`src/rtl/cpu7_icu_pkg.sv`:
```
// Shared definitions for the cpu7 instruction-cache fetch responder.
// Holds the FSM state codes, the block-offset constant and the block-address type.
package cpu7_icu_pkg;

   localparam logic [1:0] ICU_IDLE = 2'd0;
   localparam logic [1:0] ICU_REQ  = 2'd1;
   localparam logic [1:0] ICU_WAIT = 2'd2;

   localparam int ICU_BLK_LSB = 3;

   typedef logic [31-ICU_BLK_LSB:0] blk_t;

   function automatic blk_t blk_of(input logic [31:0] addr);
      return addr[31:ICU_BLK_LSB];
   endfunction

endpackage

```
`src/rtl/cpu7_icu_lbuf.sv`:
```
// One-entry line buffer: holds the tag and data of the last filled 64-bit block.
// Invalidate wins over a same-cycle fill.
module cpu7_icu_lbuf
   import cpu7_icu_pkg::*;
(
   input  logic        clk,
   input  logic        resetn,
   input  logic        fill,
   input  blk_t        fill_tag,
   input  logic [63:0] fill_data,
   input  logic        inv,
   input  blk_t        chk_tag,
   output logic        hit,
   output logic [63:0] data
);

   logic vld;
   blk_t tag;

   // Valid bit, tag and data storage.
   always_ff @(posedge clk or negedge resetn) begin
      if (!resetn) begin
         vld  <= 1'b0;
         tag  <= '0;
         data <= 64'h0;
      end else begin
         if (inv) begin
            vld <= 1'b0;
         end else if (fill) begin
            vld <= 1'b1;
         end
         if (fill) begin
            tag  <= fill_tag;
            data <= fill_data;
         end
      end
   end

   assign hit = vld && (tag == chk_tag);

endmodule

```
`src/rtl/cpu7_icu_fetch.sv`:
```
// IFU fetch responder: hits come from the line buffer, misses from the BIU.
// Only one request is outstanding; ack is combinational on the request cycle.
module cpu7_icu_fetch
   import cpu7_icu_pkg::*;
#(
   parameter bit LBUF_EN = 1'b1
)(
   input  logic        clk,
   input  logic        resetn,
   input  logic        ifu_icu_req_ic1,
   input  logic [31:0] ifu_icu_addr_ic1,
   input  logic        ifu_icu_cancel,
   input  logic        icu_inv,
   output logic        icu_ifu_ack_ic1,
   output logic [63:0] icu_ifu_data_ic2,
   output logic        icu_ifu_data_valid_ic2,
   output logic        icu_biu_req,
   output logic [31:0] icu_biu_addr,
   input  logic        biu_icu_ack,
   input  logic [63:0] biu_icu_data,
   input  logic        biu_icu_data_valid
);

   logic [1:0]  state;
   blk_t        blk_addr;
   logic        drop;
   logic        inv_pend;
   logic        hit_vld;
   logic        miss_vld;
   logic        lbuf_hit;
   logic [63:0] lbuf_data;
   logic        hit;
   logic        ack;
   logic        fill;
   logic        unused_addr_lsb;

   assign unused_addr_lsb = ^ifu_icu_addr_ic1[ICU_BLK_LSB-1:0];

   // An invalidate in the same cycle as the hit check forces a miss.
   assign hit  = LBUF_EN && lbuf_hit && !icu_inv;
   assign ack  = (state == ICU_IDLE) && ifu_icu_req_ic1 && !ifu_icu_cancel && !miss_vld;
   assign fill = (state == ICU_WAIT) && biu_icu_data_valid && !inv_pend && !icu_inv;

   assign icu_ifu_ack_ic1        = ack;
   assign icu_ifu_data_valid_ic2 = (hit_vld && !ifu_icu_cancel) || miss_vld;
   assign icu_biu_addr           = {blk_addr, 3'b000};

   cpu7_icu_lbuf u_lbuf (
      .clk       (clk),
      .resetn    (resetn),
      .fill      (fill),
      .fill_tag  (blk_addr),
      .fill_data (biu_icu_data),
      .inv       (icu_inv),
      .chk_tag   (blk_of(ifu_icu_addr_ic1)),
      .hit       (lbuf_hit),
      .data      (lbuf_data)
   );

   // Request FSM, flush/invalidate bookkeeping and ic2 output registers.
   always_ff @(posedge clk or negedge resetn) begin
      if (!resetn) begin
         state            <= ICU_IDLE;
         blk_addr         <= '0;
         icu_biu_req      <= 1'b0;
         drop             <= 1'b0;
         inv_pend         <= 1'b0;
         hit_vld          <= 1'b0;
         miss_vld         <= 1'b0;
         icu_ifu_data_ic2 <= 64'h0;
      end else begin
         hit_vld  <= 1'b0;
         miss_vld <= 1'b0;
         case (state)
            ICU_IDLE: begin
               if (ack) begin
                  blk_addr <= blk_of(ifu_icu_addr_ic1);
                  if (hit) begin
                     icu_ifu_data_ic2 <= lbuf_data;
                     hit_vld          <= 1'b1;
                  end else begin
                     state       <= ICU_REQ;
                     icu_biu_req <= 1'b1;
                  end
               end
            end
            ICU_REQ: begin
               if (ifu_icu_cancel) begin
                  drop <= 1'b1;
               end
               if (biu_icu_ack) begin
                  icu_biu_req <= 1'b0;
                  state       <= ICU_WAIT;
               end
            end
            ICU_WAIT: begin
               if (biu_icu_data_valid) begin
                  icu_ifu_data_ic2 <= biu_icu_data;
                  miss_vld         <= !(drop || ifu_icu_cancel);
                  drop             <= 1'b0;
                  inv_pend         <= 1'b0;
                  state            <= ICU_IDLE;
               end else begin
                  if (ifu_icu_cancel) begin
                     drop <= 1'b1;
                  end
                  if (icu_inv) begin
                     inv_pend <= 1'b1;
                  end
               end
            end
            default: begin
               state       <= ICU_IDLE;
               icu_biu_req <= 1'b0;
            end
         endcase
      end
   end

endmodule
```
`config.mk`:
```
export PLATFORM = sky130hd
export DESIGN_NAME = cpu7_icu_fetch
export DESIGN_NICKNAME = d
export VERILOG_FILES = /design/src/rtl/cpu7_icu_pkg.sv /design/src/rtl/cpu7_icu_lbuf.sv /design/src/rtl/cpu7_icu_fetch.sv
export SDC_FILE = /design/constraint.sdc
export NUM_CORES = 1
export LEC_CHECK = 0
export ABC_AREA = 1
export CAP_MARGIN = 20
export CORE_ASPECT_RATIO = 0.7
export CORE_MARGIN = 2
export CORE_UTILIZATION = 28
export DETAILED_ROUTE_END_ITERATION = 6
export GPL_ROUTABILITY_DRIVEN = 0
export GPL_TIMING_DRIVEN = 0
export PLACE_DENSITY = 0.56
export SYNTH_ARGS = -nofsm -noshare
export SYNTH_HDL_FRONTEND = slang
export SYNTH_SLANG_ARGS = --single-unit
export TNS_END_PERCENT = 5
```
`constraint.sdc`:
```
create_clock -name clk -period 1.6 [get_ports clk]
set_input_delay 0.4 -clock clk [delete_from_list [all_inputs] [get_ports clk]]
set_output_delay 0.4 -clock clk [all_outputs]
set_load 0.01 [all_outputs]
```
Fig. 1: metal 1
Scale: 1 px per um.
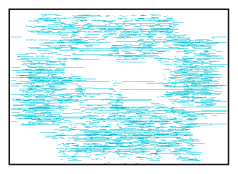
wire length on this layer: 14700 um
share of all routed wire: 51%
main direction: horizontal
longest straight run: 71.8 um
DRT Wirelength: 29.08 mm
vias post-DR: 8151
routing usage on met1: 26.32%

Fig. 2: sequential cells colored by netlist name
Scale: 2 px per um. Other sequential cells in the stronger gray, the rest of the logic in the fainter gray.
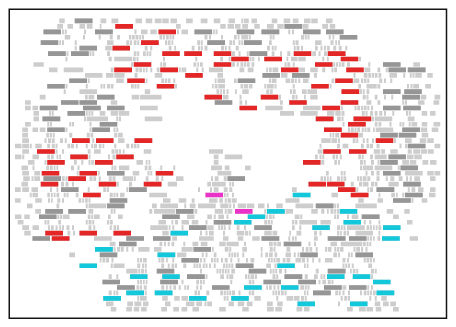
| color | netlist name | flops |
|---|---|---|
| cyan | `blk_addr` | 29 |
| red | `u_lbuf.data` | 64 |
| magenta | `state` | 2 |
Seq/total area: 37.94%
P_seq: 8.42 mW
Final Core Density: 40.82%
FF+latch area: 4855 sq um

Fig. 3: track usage over the die
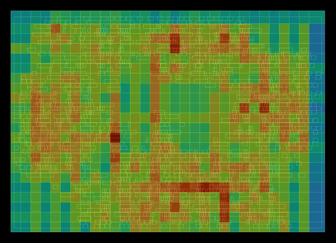
met2 Use GR: 25.07%
M3 GR Usage: 5.025%
wire length per cell: 16.22 um

[registers in the layout, summed over array words and instances, names as in the netlist]
| register | cells |
|---|---|
| u_lbuf.tag | 29 |
| icu_ifu_data_ic2 | 64 |
| inv_pend | 1 |
| state | 2 |
| miss_vld | 1 |
| u_lbuf.vld | 1 |
| blk_addr | 29 |
| drop | 1 |
| hit_vld | 1 |
| u_lbuf.data | 64 |
| icu_biu_req | 1 |
[cell type report]
cell class,instances,area [sq um],area share (%)
clock inverters,13,209.0,1.633
flip-flops and latches,194,4855,37.94
clock buffers,19,432.9,3.383
diodes,1,2.502,0.01956
repair buffers,215,2095,16.37
plain buffers,64,649.4,5.075
inverters,138,518.0,4.048
well taps,420,525.5,4.107
multi-input cells,729,3510,27.43
[path summary, 6_finish.rpt]
| path | startpoint | endpoint | slack [ns] | depth (start not counted) |
|---|---|---|---|---|
| min in group clk | ifu_icu_addr_ic1[13] | blk_addr[10] | 0.31 | 3 |
| worst min-delay path | resetn | u_lbuf.data[43] | -0.07 | 1 |
| worst max-delay path | state[1] | icu_ifu_ack_ic1 | -0.28 | 6 |
| worst min register to register | drop | miss_vld | 0.44 | 1 |
| max in group asynchronous | resetn | icu_ifu_data_ic2[41] | 0.46 | 2 |
| worst max register to register | state[1] | icu_ifu_data_ic2[52] | -0.25 | 12 |
[layer usage]
metal  up-vias  global-route usage, %  wire length [um]
met1      3922                  26.32             14730
met5         -                      0                30
met3        17                  5.025              2023
met4         4                  3.175               190
li1       3983                      -                 -
met2       225                  25.07             12100
[power by group through the flow]
stage,combinational [mW],clock [mW],sequential (mW)
2_1_floorplan,4.78,0,8.73
3_3_place_gp,9.39,0,8.46
3_5_place_dp,9.56,0,8.46
4_1_cts,9.32,4.90,8.37
5_1_grt,10.9,5.10,8.70
6_report,9.68,4.78,8.42
==> impl_metrics.csv <==
group,metric,value,unit
logic_synthesis,common_cells,"nand2_1 (326), dfrtp_1 (194), inv_1 (134)",
worst_setup_path,worstSetupPathType,"flip-flop to primary output",
run_status,status,"finished, violations left",
min_path,hold_path_class,"input pin to async pin",
timing,fmax,531.2,MHz
finish,layout.cells.most_common,"nand2_1",
global_route,grt_pass1_vias,7922,
worst_setup_path,startpoint_type,"flip-flop",
route,ant_nets,0,
worst_setup_path,crit_family,"buffers and inverters",
timing,finalSetupViolations,160,
clocking,numCtsBuffers,17,
worst_setup_path,endpoint_kind,"primary output",
logic_synthesis,async_flop_share,100.0,%
clocking,cts-root-buf,"clkbuf_16",
logic_synthesis,synthAdderAreaFrac,0.6978,%
finish,fill_cells,3193,
worst_setup_path,cp_max_fo,3,
timing,worst_slack,-0.2826,ns
logic_synthesis,compound_area_share,11.00,%
timing,hold_viol,71,
clocking,post_cts_buffers,14,
timing,grt_setup_unrepaired,"true",
pwr,leakage,6.588,nW
worst_setup_path,worstPathArrival,1.48,ns
pwr,power-per-cell-area,1787,nW/um^2
logic_synthesis,yosys_area,8965,sq um
logic_synthesis,syn_inst,1123,
logic_synthesis,synth_flop_count,194,
run_status,failed_checks,"negative hold slack, negative setup slack",
floorplan,die_h,153.7,um
timing,fin_skew,0.01423,ns
global_route,track_usage,17.54,%
logic_synthesis,yosysCellCount,1123,
pwr,power_switching,8.794,mW
timing,whs,-0.06758,ns
Power and IR drop assume default switching activity.
